==> src/rtl/seq_abc_tracker.sv <==
// seq_abc_tracker: synthesizable monitor for the pattern a ##1 b ##[1:MAX_GAP] c.
// Tracks one attempt at a time and emits registered match/fail/abort pulses,
// a sticky fail cause and saturating match/fail counters.
module seq_abc_tracker #(
    parameter int MAX_GAP = 3,  // 1..15: b ##[1:MAX_GAP] c
    parameter int CNT_W   = 8
) (
    input  logic             clk,
    input  logic             rst,
    input  logic             en,
    input  logic             a,
    input  logic             b,
    input  logic             c,
    input  logic             e,
    output logic             match,
    output logic             fail,
    output logic [1:0]       fail_cause,
    output logic             abort,
    output logic [CNT_W-1:0] match_cnt,
    output logic [CNT_W-1:0] fail_cnt,
    output logic             busy
);

    typedef enum logic [1:0] {
        IDLE   = 2'd0,
        GOT_A  = 2'd1,
        WAIT_C = 2'd2
    } state_t;

    localparam logic [1:0] CAUSE_NO_B    = 2'b01;
    localparam logic [1:0] CAUSE_TIMEOUT = 2'b10;
    localparam logic [3:0] GAP_LIMIT     = 4'(MAX_GAP);

    state_t           state_q, state_d;
    logic [3:0]       gap_q, gap_d;
    logic             match_q, match_d;
    logic             fail_q, fail_d;
    logic             abort_q, abort_d;
    logic [1:0]       fail_cause_q, fail_cause_d;
    logic [CNT_W-1:0] match_cnt_q, match_cnt_d;
    logic [CNT_W-1:0] fail_cnt_q, fail_cnt_d;

    // Next-state, pulse and counter computation; priority is en=0 > abort > normal.
    always_comb begin
        // NOTE: every signal gets a default first so no path leaves it unassigned (no latch).
        state_d      = state_q;
        gap_d        = gap_q;
        match_d      = 1'b0;
        fail_d       = 1'b0;
        abort_d      = 1'b0;
        fail_cause_d = fail_cause_q;
        match_cnt_d  = match_cnt_q;
        fail_cnt_d   = fail_cnt_q;

        if (!en) begin
            // Frozen: state, gap and counters hold, pulses stay low.
        end else if (e && (state_q != IDLE)) begin
            state_d = IDLE;
            gap_d   = 4'd0;
            abort_d = 1'b1;
        end else begin
            unique case (state_q)
                IDLE: begin
                    if (a) state_d = GOT_A;
                end
                GOT_A: begin
                    if (b) begin
                        state_d = WAIT_C;
                        gap_d   = 4'd1;
                    end else begin
                        fail_d       = 1'b1;
                        fail_cause_d = CAUSE_NO_B;
                        state_d      = a ? GOT_A : IDLE;
                    end
                end
                WAIT_C: begin
                    // c on the last allowed cycle still counts as a match.
                    if (c) begin
                        match_d = 1'b1;
                        gap_d   = 4'd0;
                        state_d = a ? GOT_A : IDLE;
                    end else if (gap_q == GAP_LIMIT) begin
                        fail_d       = 1'b1;
                        fail_cause_d = CAUSE_TIMEOUT;
                        gap_d        = 4'd0;
                        state_d      = a ? GOT_A : IDLE;
                    end else begin
                        gap_d = gap_q + 4'd1;
                    end
                end
                default: begin
                    state_d = IDLE;
                    gap_d   = 4'd0;
                end
            endcase
        end

        if (match_d && (match_cnt_q != {CNT_W{1'b1}})) match_cnt_d = match_cnt_q + 1'b1;
        if (fail_d && (fail_cnt_q != {CNT_W{1'b1}}))   fail_cnt_d  = fail_cnt_q + 1'b1;
    end

    // State, gap, pulse and counter registers with synchronous reset.
    always_ff @(posedge clk) begin
        // NOTE: sequential state uses non-blocking assignments so all flops update together.
        if (rst) begin
            state_q      <= IDLE;
            gap_q        <= 4'd0;
            match_q      <= 1'b0;
            fail_q       <= 1'b0;
            abort_q      <= 1'b0;
            fail_cause_q <= 2'b00;
            match_cnt_q  <= '0;
            fail_cnt_q   <= '0;
        end else begin
            state_q      <= state_d;
            gap_q        <= gap_d;
            match_q      <= match_d;
            fail_q       <= fail_d;
            abort_q      <= abort_d;
            fail_cause_q <= fail_cause_d;
            match_cnt_q  <= match_cnt_d;
            fail_cnt_q   <= fail_cnt_d;
        end
    end

    assign match      = match_q;
    assign fail       = fail_q;
    assign abort      = abort_q;
    assign fail_cause = fail_cause_q;
    assign match_cnt  = match_cnt_q;
    assign fail_cnt   = fail_cnt_q;
    assign busy       = (state_q != IDLE);

endmodule

==> config.mk <==
export PLATFORM = sky130hd
export DESIGN_NAME = seq_abc_tracker
export DESIGN_NICKNAME = d
export VERILOG_FILES = /design/src/rtl/seq_abc_tracker.sv
export SDC_FILE = /design/constraint.sdc
export NUM_CORES = 1
export LEC_CHECK = 0
export CORE_MARGIN = 4
export CORE_UTILIZATION = 45
export DETAILED_ROUTE_END_ITERATION = 8
export PLACE_DENSITY = 0.79
export SETUP_SLACK_MARGIN = 0.02
export SKIP_CTS_REPAIR_TIMING = 1
export SLEW_MARGIN = 10
export SYNTH_ARGS = -nofsm -noshare
export SYNTH_HDL_FRONTEND = slang
export SYNTH_SLANG_ARGS = --single-unit
==> constraint.sdc <==
create_clock -name clk -period 2.3 [get_ports clk]
set_clock_uncertainty 0.2 [all_clocks]
set_input_delay 0.69 -clock clk [delete_from_list [all_inputs] [get_ports clk]]
set_output_delay 0.69 -clock clk [all_outputs]
set_load 0.01 [all_outputs]
Register map, names as in the netlist:
The bar under the picture is 20 um long. Other sequential cells in the stronger grey, the rest of the logic in the fainter grey.
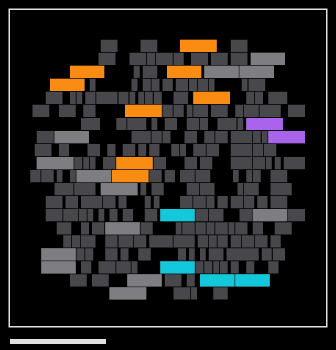
[fail_cnt] orange | sequential cells: 8
[state_q] purple | sequential cells: 2
[gap_q] cyan | sequential cells: 4 | where: south
not coloured: 13
fin util: 65.2%
fraction of area in registers: 27.1%
Flop area: 553 um^2
sequential power: 481 uW

Signal metal coverage by tile:
The bar under the picture is 20 um long. 13 x 13 tiles, from dark blue (low) to red (high), scaled to the fullest tile. Values are wire area over tile area, all layers added.
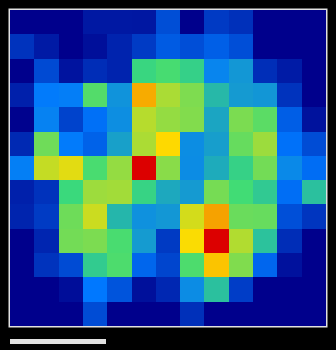
densest ninth of the die: centre
tiles over half the peak: 25%
emptiest ninth of the die: north-west
fullest tile: 0.52
nearly empty tiles: 21%
Total Wirelength: 3900 um
vias post-DR: 1547
DR WL/cell: 14.3 um
gr usage total: 19.5%

==> qor.txt <==
Clock slew at reported path FFs -> 150 ps
TNS Setup -> 0 ps
Max-area cell share -> 35.8%
Yosys stat cell total -> 178
Die W -> 66.0 um
Congestion Overflow GR -> 0
Lkg Pwr -> 0.000754 uW
CTS Buffer Depth -> 2
Crit path from -> match_cnt[3]
ANT nets after route -> 0
Post-synth net total -> 192
Hold Crit Start -> match_cnt[6]
Fin. max-slew vios -> 0
Cell area after synthesis -> 1510 um^2
Family with the most delay on the worst path -> buffers and inverters
WP data required -> 1410 ps
CTS tree -> done
Fin nets -> 243
Die y size -> 66.0 um
Synth flops -> 27
Crit Path Class -> reg2out
CTS Buf Count -> 3
Yosys cell types -> 46
RePlAce Congestion -> 0.847
Status -> completed
Slew margin rel. -> 58.0%
Tmin final -> 2250 ps
Area grow syn2layout -> 35.0%
Asr flop ratio synth -> 0%
## layout by cell type, fill, tap and decap left out, types with 3 or more instances in the layout
cell and n:
nor3_1 4, nand2_1 14, nand3_1 11, inv_1 8, ha_1 7, buf_4 22
dfxtp_2 10, o21ai_0 6, dfxtp_1 17, o31ai_1 4, clkbuf_4 3, nor2b_1 8
nor2_1 12, a21oi_1 14, or4_1 4, nand2b_1 5, nor4_1 6, a211oi_1 3
mux2_2 5, clkdlybuf4s50_1 26
## metal layers
layer / vias up / track usage, % / part of all wire [%]
met2: 45 / 35.5 / 50
met3: 10 / 2.89 / 4.3
met4: 0 / 8.12 / 2.3
li1: 765 / - / -
met1: 727 / 22.5 / 43
met5: - / 0 / 0
## layout make-up
| type | instances | area, um^2 | area share, % |
|---|---|---|---|
| Tap cell | 44 | 55.1 | 2.70 |
| Clock buffer | 4 | 26.3 | 1.29 |
| Inverter | 8 | 30.0 | 1.47 |
| Multi-Input combinational cell | 139 | 926 | 45.4 |
| Sequential cell | 27 | 553 | 27.1 |
| Timing Repair Buffer | 50 | 450 | 22.1 |
## cell families after synthesis
kind of cell	count (synthesis)	share of synthesized area (%)
compound gates	43	18.8
simple gates	82	31.2
buf+inv	12	3.39
fa+ha+maj	7	5.79
mux	7	5.05
flops	27	35.8
## report_power, final
group | leakage, uW | switching, uW | internal (uW)
Clock | 0.0000150 | 142 | 67.9
Sequential | 0.000223 | 5.53 | 476
Combinational | 0.000517 | 84.9 | 80.2
Total | 0.000754 | 232 | 624
## worst max path at each step
stage	slack, ps	endpoint
after floorplan	340	fail_cnt[0]
after global placement	-250	match_cnt[7]
after detailed placement	-270	match_cnt[7]
after CTS	-290	busy
after global routing	20	match_cnt[3]
final	50	match_cnt[3]
Power and IR drop assume default switching activity.
